### config.mk
export PLATFORM = sky130hd
export DESIGN_NAME = commit_trace_buffer_flat
export DESIGN_NICKNAME = d
export VERILOG_FILES = /design/src/rtl/commit_trace_buffer_pkg.sv /design/src/rtl/commit_trace_buffer_if.sv /design/src/rtl/commit_trace_buffer_lane_compact.sv /design/src/rtl/commit_trace_buffer.sv /design/src/flat_wrapper.sv
export SDC_FILE = /design/constraint.sdc
export NUM_CORES = 2
export LEC_CHECK = 0
export ABC_AREA = 1
export ABC_CLOCK_PERIOD_IN_PS = 9550
export CELL_PAD_IN_SITES_DETAIL_PLACEMENT = 1
export CELL_PAD_IN_SITES_GLOBAL_PLACEMENT = 1
export CORE_AREA = 4 4 641 643
export CTS_BUF_LIST = sky130_fd_sc_hd__clkbuf_4
export DETAILED_ROUTE_END_ITERATION = 8
export DIE_AREA = 0 0 645 647
export PLACE_DENSITY = 0.44
export REMOVE_ABC_BUFFERS = 1
export SLEW_MARGIN = 10
export SYNTH_ARGS = -nofsm -noshare
export SYNTH_HDL_FRONTEND = slang
export SYNTH_SLANG_ARGS = --single-unit
### constraint.sdc
create_clock -name clk -period 9.55 [get_ports clk]
set_input_delay 1.4325 -clock clk [delete_from_list [all_inputs] [get_ports clk]]
set_output_delay 1.4325 -clock clk [all_outputs]
set_load 0.01 [all_outputs]
### src/rtl/commit_trace_buffer_pkg.sv
// Shared types for the commit trace buffer: record layout, FSM states, lane field widths.
// Latency: n/a (types only).
// Backpressure: n/a.
package commit_trace_buffer_pkg;

  // Record timestamp width; the buffer's TSW counter is sized into this field.
  localparam int TS_W = 16;
  localparam int XLEN = 32;
  localparam int RW   = 5;
  // Wide enough to count up to four retire lanes.
  localparam int LCW  = 3;

  typedef enum logic [1:0] {
    ST_IDLE   = 2'd0,
    ST_ARMED  = 2'd1,
    ST_POST   = 2'd2,
    ST_FROZEN = 2'd3
  } trace_state_e;

  typedef struct packed {
    logic [TS_W-1:0] ts;
    logic            valid;
    logic [XLEN-1:0] pc;
    logic [XLEN-1:0] inst;
    logic            rdv;
    logic [RW-1:0]   rd_x;
    logic [XLEN-1:0] rd_data;
    logic            pcv;
    logic [XLEN-1:0] pc_x;
  } trace_rec_t;

endpackage

### src/rtl/commit_trace_buffer_if.sv
// Retire-lane snoop bus plus the drain port of the commit trace buffer.
// Latency: n/a (wires only).
// Backpressure: drain port is valid/ready; the retire lanes cannot be stalled.
interface commit_trace_buffer_if #(
  parameter int NRET = 1
) ();
  import commit_trace_buffer_pkg::*;

  logic [NRET-1:0]           valid;
  logic [NRET-1:0][XLEN-1:0] pc;
  logic [NRET-1:0][XLEN-1:0] inst;
  logic [NRET-1:0]           rdv;
  logic [NRET-1:0][RW-1:0]   rd_x;
  logic [NRET-1:0][XLEN-1:0] rd_data;
  logic [NRET-1:0]           pcv;
  logic [NRET-1:0][XLEN-1:0] pc_x;
  logic                      out_valid;
  logic                      out_ready;
  trace_rec_t                out_rec;

  modport master (
    output valid, pc, inst, rdv, rd_x, rd_data, pcv, pc_x, out_ready,
    input  out_valid, out_rec
  );

  modport slave (
    input  valid, pc, inst, rdv, rd_x, rd_data, pcv, pc_x, out_ready,
    output out_valid, out_rec
  );
endinterface

### src/rtl/commit_trace_buffer_lane_compact.sv
// Packs eligible retire lanes into consecutive slots and ranks the first trigger among them.
// Latency: purely combinational.
// Backpressure: none.
module commit_trace_buffer_lane_compact
  import commit_trace_buffer_pkg::*;
#(
  parameter int NRET = 1
) (
  input  logic [NRET-1:0]          elig,
  input  logic [NRET-1:0]          fire,
  input  logic                     ext,
  output logic [NRET-1:0][LCW-1:0] offset,
  output logic [LCW-1:0]           wr_cnt,
  output logic                     trig_hit,
  output logic [LCW-1:0]           trig_rank
);

  logic [LCW-1:0] run;

  // Prefix-count eligible lanes; trigger rank = eligible records up to and including the trigger.
  // The external strobe ranks as the last eligible lane, so any PC match on a lane wins over it.
  always_comb begin
    run       = '0;
    trig_hit  = 1'b0;
    trig_rank = '0;
    for (int i = 0; i < NRET; i++) begin
      offset[i] = run;
      if (elig[i]) run = run + LCW'(1);
      if (fire[i] && !trig_hit) begin
        trig_hit  = 1'b1;
        trig_rank = run;
      end
    end
    wr_cnt = run;
    if (ext && !trig_hit) begin
      trig_hit  = 1'b1;
      trig_rank = run;
    end
  end

endmodule

### src/rtl/commit_trace_buffer.sv
// Circular capture of retire records around a trigger; freezes and drains oldest-first.
// Latency: records land one cycle after retire; drain data is combinational from storage.
// Backpressure: drain holds while out_ready=0; capture never stalls and overwrites the oldest.
module commit_trace_buffer
  import commit_trace_buffer_pkg::*;
#(
  parameter int NRET  = 1,
  parameter int DEPTH = 16,
  parameter int POST  = 4,
  parameter int TSW   = 16
) (
  input  logic                     clk,
  input  logic                     reset,
  input  logic                     arm,
  input  logic                     trig_en,
  input  logic [XLEN-1:0]          trig_pc,
  input  logic                     trig_ext,
  commit_trace_buffer_if.slave     bus,
  output logic [1:0]               state,
  output logic [$clog2(DEPTH):0]   count,
  output logic                     wrapped
);

  localparam int AW = $clog2(DEPTH);
  localparam int CW = AW + 1;

  trace_state_e            st, st_n;
  logic [AW-1:0]           wr_ptr, wr_ptr_n, rd_ptr, rd_ptr_n;
  logic [CW-1:0]           cnt_n, post_cnt, post_n;
  logic                    wrapped_n;
  logic [TSW-1:0]          ts_cnt;
  logic [NRET-1:0]         elig, fire, we;
  logic [NRET-1:0][LCW-1:0] offset;
  logic [LCW-1:0]          wr_cnt, trig_rank;
  logic                    trig_hit;
  int                      lim, total;
  trace_rec_t              mem [DEPTH];

  // Per-lane eligibility and PC-match trigger candidates.
  always_comb begin
    for (int i = 0; i < NRET; i++) begin
      elig[i] = bus.valid[i] | bus.rdv[i] | bus.pcv[i];
      fire[i] = trig_en & bus.valid[i] & (bus.pc[i] == trig_pc);
    end
  end

  commit_trace_buffer_lane_compact #(.NRET(NRET)) u_compact (
    .elig      (elig),
    .fire      (fire),
    .ext       (trig_ext),
    .offset    (offset),
    .wr_cnt    (wr_cnt),
    .trig_hit  (trig_hit),
    .trig_rank (trig_rank)
  );

  // Next state: lim is how many eligible lanes (in order) are written this cycle.
  always_comb begin
    st_n      = st;
    wr_ptr_n  = wr_ptr;
    rd_ptr_n  = rd_ptr;
    cnt_n     = count;
    wrapped_n = wrapped;
    post_n    = post_cnt;
    lim       = 0;
    total     = 0;
    if (arm) begin
      st_n      = ST_ARMED;
      wr_ptr_n  = '0;
      rd_ptr_n  = '0;
      cnt_n     = '0;
      wrapped_n = 1'b0;
      post_n    = '0;
    end else begin
      case (st)
        ST_ARMED: begin
          lim = int'(wr_cnt);
          if (trig_hit) begin
            // Trigger record and lanes below it, plus up to POST lanes above it.
            if (int'(trig_rank) + POST < lim) lim = int'(trig_rank) + POST;
            post_n = CW'(lim - int'(trig_rank));
            st_n   = (lim - int'(trig_rank) == POST) ? ST_FROZEN : ST_POST;
          end
        end
        ST_POST: begin
          lim = int'(wr_cnt);
          if (POST - int'(post_cnt) < lim) lim = POST - int'(post_cnt);
          post_n = CW'(int'(post_cnt) + lim);
          if (int'(post_cnt) + lim == POST) st_n = ST_FROZEN;
        end
        ST_FROZEN: begin
          if (bus.out_valid && bus.out_ready) begin
            rd_ptr_n = rd_ptr + AW'(1);
            cnt_n    = count - CW'(1);
            if (count == CW'(1)) st_n = ST_IDLE;
          end
        end
        default: ;
      endcase
      total = int'(count) + lim;
      if (lim != 0) begin
        wr_ptr_n = wr_ptr + AW'(lim);
        if (total > DEPTH) begin
          // Overflow: oldest records are overwritten, read side slides forward.
          rd_ptr_n  = rd_ptr + AW'(total - DEPTH);
          cnt_n     = CW'(DEPTH);
          wrapped_n = 1'b1;
        end else begin
          cnt_n = CW'(total);
        end
      end
    end
  end

  // Lane write enables: the first lim eligible lanes only.
  always_comb begin
    for (int i = 0; i < NRET; i++) we[i] = elig[i] && (int'(offset[i]) < lim);
  end

  // Capture: each written lane lands offset[i] slots past the write pointer.
  always_ff @(posedge clk) begin
    for (int i = 0; i < NRET; i++) begin
      if (we[i]) begin
        mem[wr_ptr + AW'(offset[i])] <= '{
          ts:      TS_W'(ts_cnt),
          valid:   bus.valid[i],
          pc:      bus.pc[i],
          inst:    bus.inst[i],
          rdv:     bus.rdv[i],
          rd_x:    bus.rd_x[i],
          rd_data: bus.rd_data[i],
          pcv:     bus.pcv[i],
          pc_x:    bus.pc_x[i]
        };
      end
    end
  end

  // Control state and free-running timestamp.
  always_ff @(posedge clk) begin
    if (!reset) begin
      st       <= ST_IDLE;
      wr_ptr   <= '0;
      rd_ptr   <= '0;
      count    <= '0;
      wrapped  <= 1'b0;
      post_cnt <= '0;
      ts_cnt   <= '0;
    end else begin
      st       <= st_n;
      wr_ptr   <= wr_ptr_n;
      rd_ptr   <= rd_ptr_n;
      count    <= cnt_n;
      wrapped  <= wrapped_n;
      post_cnt <= post_n;
      ts_cnt   <= ts_cnt + TSW'(1);
    end
  end

  assign state         = st;
  assign bus.out_valid = (st == ST_FROZEN) && (count != '0);
  assign bus.out_rec   = mem[rd_ptr];

endmodule

### src/flat_wrapper.sv
// flat-port wrapper written by rule: the top's interface ports become plain ports
module commit_trace_buffer_flat import commit_trace_buffer_pkg::*;
#(
  parameter int NRET  = 1,
  parameter int DEPTH = 16,
  parameter int POST  = 4,
  parameter int TSW   = 16
)
  (clk, reset, arm, trig_en, trig_pc, trig_ext, state, count, wrapped, bus_valid, bus_pc, bus_inst, bus_rdv, bus_rd_x, bus_rd_data, bus_pcv, bus_pc_x, bus_out_ready, bus_out_valid, bus_out_rec);
  commit_trace_buffer_if #(.NRET(NRET)) bus_i ();
  input  logic clk;
  input  logic reset;
  input  logic arm;
  input  logic trig_en;
  input  logic [XLEN-1:0] trig_pc;
  input  logic trig_ext;
  output logic [1:0] state;
  output logic [$clog2(DEPTH):0] count;
  output logic wrapped;
  input wire logic [$bits(bus_i.valid)-1:0] bus_valid;
  input wire logic [$bits(bus_i.pc)-1:0] bus_pc;
  input wire logic [$bits(bus_i.inst)-1:0] bus_inst;
  input wire logic [$bits(bus_i.rdv)-1:0] bus_rdv;
  input wire logic [$bits(bus_i.rd_x)-1:0] bus_rd_x;
  input wire logic [$bits(bus_i.rd_data)-1:0] bus_rd_data;
  input wire logic [$bits(bus_i.pcv)-1:0] bus_pcv;
  input wire logic [$bits(bus_i.pc_x)-1:0] bus_pc_x;
  input wire logic [$bits(bus_i.out_ready)-1:0] bus_out_ready;
  output wire logic [$bits(bus_i.out_valid)-1:0] bus_out_valid;
  output wire logic [$bits(bus_i.out_rec)-1:0] bus_out_rec;
  assign bus_i.valid = bus_valid;
  assign bus_i.pc = bus_pc;
  assign bus_i.inst = bus_inst;
  assign bus_i.rdv = bus_rdv;
  assign bus_i.rd_x = bus_rd_x;
  assign bus_i.rd_data = bus_rd_data;
  assign bus_i.pcv = bus_pcv;
  assign bus_i.pc_x = bus_pc_x;
  assign bus_i.out_ready = bus_out_ready;
  assign bus_out_valid = bus_i.out_valid;
  assign bus_out_rec = bus_i.out_rec;
  commit_trace_buffer #(.NRET(NRET), .DEPTH(DEPTH), .POST(POST), .TSW(TSW)) u_core (.clk(clk), .reset(reset), .arm(arm), .trig_en(trig_en), .trig_pc(trig_pc), .trig_ext(trig_ext), .bus(bus_i), .state(state), .count(count), .wrapped(wrapped));
endmodule
Supply network:
The bar under the picture is 200 um long. Pins as bars on the die edge. Tap cells in grey.
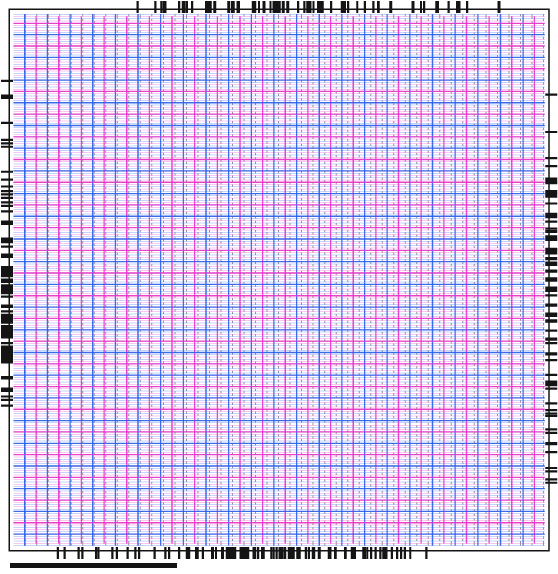
Key: blue = VSS; magenta = VDD
46 straps on met4. 335 signal pins sit on the boundary. The core has 234 rows.
Die Y: 647 um
Core ar.: 0.4052 sq mm

Wire density map:
32 x 32 tiles, from dark blue (low) to red (high), scaled to the fullest tile. Values are wire area over tile area, all layers added.
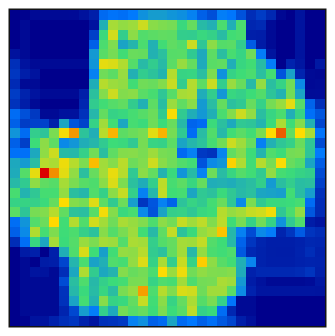
The densest ninth of the die: bottom middle. 9.7% of the tiles are nearly empty. The fullest tile reaches 0.34. 38% of the tiles are over half the peak. The emptiest ninth of the die: top left.

==> run_results.csv <==
group,metric,value,unit
logic_synthesis,topCombFamilyByArea,"AND-OR/OR-AND gates",
drt,wire_per_inst,24.74,um
pwr,seqPwrFrac,0.534,
clocking,clk_latency,1.49,ns
drt,wl,338400,um
logic_synthesis,ys.flops,2469,
timing,fmax,142.6,MHz
timing,slew_headroom,0.1930,
global_routing,grt_pass1_wl,486400,um
pwr,p_sw_frac,0.2281,
placement,routabilityCongestion,0.7352,
timing,slew_viol_final,0,
flow_run,cap_violations,0,
flow_run,warnings,128,
pwr,seq_power,11.9,mW
finish,area_growth,19.00,%
logic_synthesis,ff_type,"edfxtp_1",
pwr,ir_worst_vdd,0.0001043,V
clocking,cts-resized-gates,0,
timing,fin_crit,7.013,ns
clocking,htree_levels,6,
logic_synthesis,syn_area,0.09686,sq mm
placement,numPortBuffers,334,
clocking,cts_buffers,696,
setup_path,critPathMaxStageDelay,0.90,ns
drt,drt_pass1_iterations,5,
logic_synthesis,top_cells_by_count,"edfxtp_1 (2432), nor2_1 (1384), o21ai_0 (1321)",
setup_path,required,8.12,ns
drt,route.met3.wl,13900,um
timing,setup-violations-final,0,
finish,drive_above_1_share,0.1541,
setup_path,crit_slowest_cell,"buf_4",
pwr,maxPowerGroup,"registers",
hold_path,holdCritPathClass,"flip-flop to flip-flop",
drt,ant_nets,0,
timing,rsz0062_at_grt,"false",
clocking,cts_buffer_depth,4,
finish,combGateArea,0.02076,sq mm
drt,maxUsedRoutingLayer,"met5",
clocking,cts_hold_buf,0,
drt,remaining_drc_errors,0,
logic_synthesis,avgSynthCellArea,13.68,sq um
timing,finalCritPeriodShare,0.7343,
logic_synthesis,synth.distinct_cells,48,
setup_path,crit_arrival,5.58,ns
drt,wl_met2,160300,um
finish,postLayoutCoreUtil,0.2845,
global_routing,grt_util_met1,0.2121,
hold_path,hold_end,"u_core.state[1]$_SDFFE_PP0P_",
setup_path,r2r.worst_path.cells,16,
setup_path,crit_start,"u_core.rd_ptr[0]$_SDFF_PP0_",
global_routing,grt_pass1_vias,68670,
floorplanning,initial_core_util,0.2390,
global_routing,grtUsageMet2,0.2593,
global_routing,antenna_found_initial,42,
finish,seqCellArea,0.07379,sq mm
setup_path,worst-path-max-fanout,130,
clocking,clk_pin_slew,0.06,ns
setup_path,r2r_end,"u_core.mem[10][84]$_DFFE_PP_",
global_routing,grt_max_degree,189,
setup_path,worst_r2r_startpoint,"u_core.post_cnt[0]$_SDFFE_PP0P_",
global_routing,track_usage,0.1569,
pwr,p_int,17.24,mW
floorplanning,fp.dieW,645,um
pwr,p_comb_frac,0.027,
logic_synthesis,edf_count,2432,
logic_synthesis,ys_cells,7082,
pwr,p_leak,36.97,nW
drt,num_vias,63970,
hold_path,hold_depth,2,
clocking,clock_sinks,2469,
drt,first_iter_violations,4045,
timing,skew,0.07961,ns
logic_synthesis,top_area_cell,"edfxtp_1",
timing,finalHoldViolations,0,
setup_path,start_kind,"flip-flop",
run_status,status,"finished clean",
drt,avgViaCountPerCell,4.677,
logic_synthesis,xor_share,0.002351,
placement,dp_cells,12450,
setup_path,endpoint,"bus_out_rec[15]",
logic_synthesis,mux_share,0.001963,
clocking,root_buffer,"clkbuf_4",
setup_path,criticalPathCategory,"flip-flop to output port",
setup_path,ff2ff_setup_slack,4.94,ns
logic_synthesis,synthAoiAreaFrac,0.1319,
floorplanning,num_rows,234,
finish,final_nets,7936,
logic_synthesis,ys_sh_simple,0.07044,
drt,drt-met1-wl,157200,um
logic_synthesis,top_cell,"edfxtp_1",
global_routing,met3_usage,0.02829,
pwr,clock_power,9.79,mW
logic_synthesis,yosys-top-cells-area,"edfxtp_1 (75%), o21ai_0 (6.8%), nor2_1 (5.4%)",
setup_path,cpMostUsedCell,"o21ai_0",
setup_path,endpoint_kind,"output port",
timing,tightest_slew,1.210,ns
clocking,cts_tree,"done",
floorplanning,die-area,0.4173,sq mm
logic_synthesis,adder_share,0.006252,
logic_synthesis,synth_cells,7082,
finish,fillers,44040,
global_routing,busiest_layer,"met2",
pwr,clkPwrFrac,0.439,
setup_path,cp_cell_sequence,"buf_12 -> buf_4 -> o21ai_0 -> o221ai_1 -> o21ai_0 -> o22ai_1 -> clkdlybuf4s50_1",
pwr,pg_comb,0.608,mW
hold_path,min_from,"u_core.state[1]$_SDFFE_PP0P_",
clocking,cts_setup_buffers,0,
logic_synthesis,yosysTopAreaCellShare,0.7540,
placement,hpwlAfterDp,173100,um
logic_synthesis,yosysWarnings,0,
pwr,p_switching,5.094,mW
pwr,power.density,193.7,mW/mm^2
logic_synthesis,synth_seq_share,0.7616,
logic_synthesis,ys_area,0.09686,sq mm
logic_synthesis,ys_async_sr_fraction,0,
global_routing,grt_overflow_total,0,
Placement view:
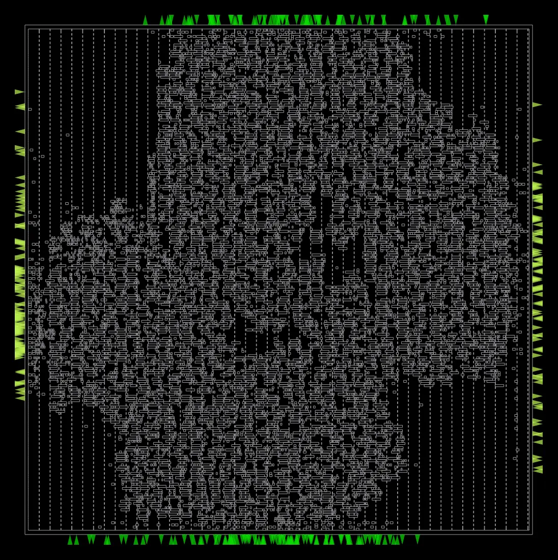
Tap Count: 5428
fin cells: 13680

Cells coloured by class:
Fill, decap, tap and diode cells in grey.
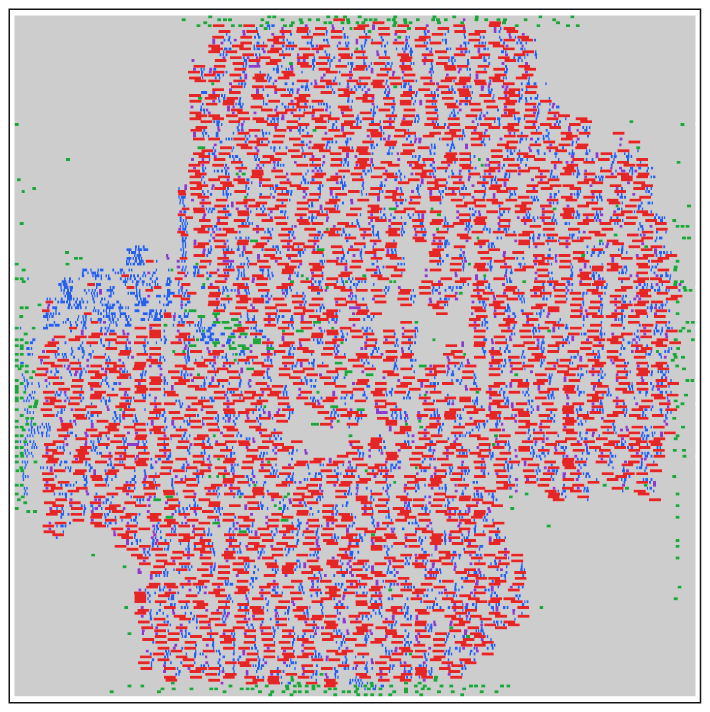
Key: blue = remaining logic cells [cells 4107, share of their area 20%]; purple = clock drivers and dummy loads [cells 1217, share of their area 8.2%]; green = remaining buffers and delay cells [cells 442, share of their area 4.3%]; red = registers [cells 2469, share of their area 68%]

==> area by class of cell <==
type                       instances  area share
sequential                      2469      0.6401
multi-input combinational       4005      0.1801
clock buffer                    1046     0.06812
tap                             5428     0.05892
timing repair buffer             442     0.04020
clock inverter                   171    0.008619
inverter                         102    0.003593
antenna                           15   0.0003256
==> placed cells by master (no fill, tap or decap), drive strengths merged, types with 4 or more instances in the layout <==
master,netlist,final
edfxtp,2432,2432
nor2,1384,1384
o21ai,1355,1355
clkbuf,364,1046
o22ai,368,368
clkdlybuf4s50,0,334
o221ai,284,284
nand2,215,215
clkinv,2,130
inv,100,125
o211ai,111,111
buf,142,108
nand3,107,107
ha,42,42
dfxtp,37,37
a21oi,29,29
mux2i,19,19
diode,0,15
xor2,13,13
clkinvlp,0,13
xnor2,13,13
nand4,11,11
o31ai,10,10
nor3,9,9
o21a,6,6
bufinv,0,5
or2,5,5
o32ai,4,4
fa,4,4
==> through the flow <==
stage | power, mW | setup WS, ns | hold slack [ns] | setup TNS, ns | area, sq um
finish | 22.33 | 2.537 | 0.5965 | 0 | 115300
global route | 23.41 | 1.920 | 0.5049 | 0 | 115200
CTS | 22.80 | 1.973 | 0.3772 | 0 | 115200
detailed placement | 12.79 | 3.099 | 0.5909 | 0 | 106400
global placement | 12.78 | 3.172 | 0.5816 | 0 | 106400
floorplan | 12.35 | -57.81 | 0.4957 | -8783.89 | 94780
==> worst max-delay path, delay by kind of cell, from the launching register on <==
family	cells	cell delay [ns]
compound gates	4	1.31
buf+inv	3	2.13
flops	1	0.44
Power is estimated from default activity; no workload was simulated.
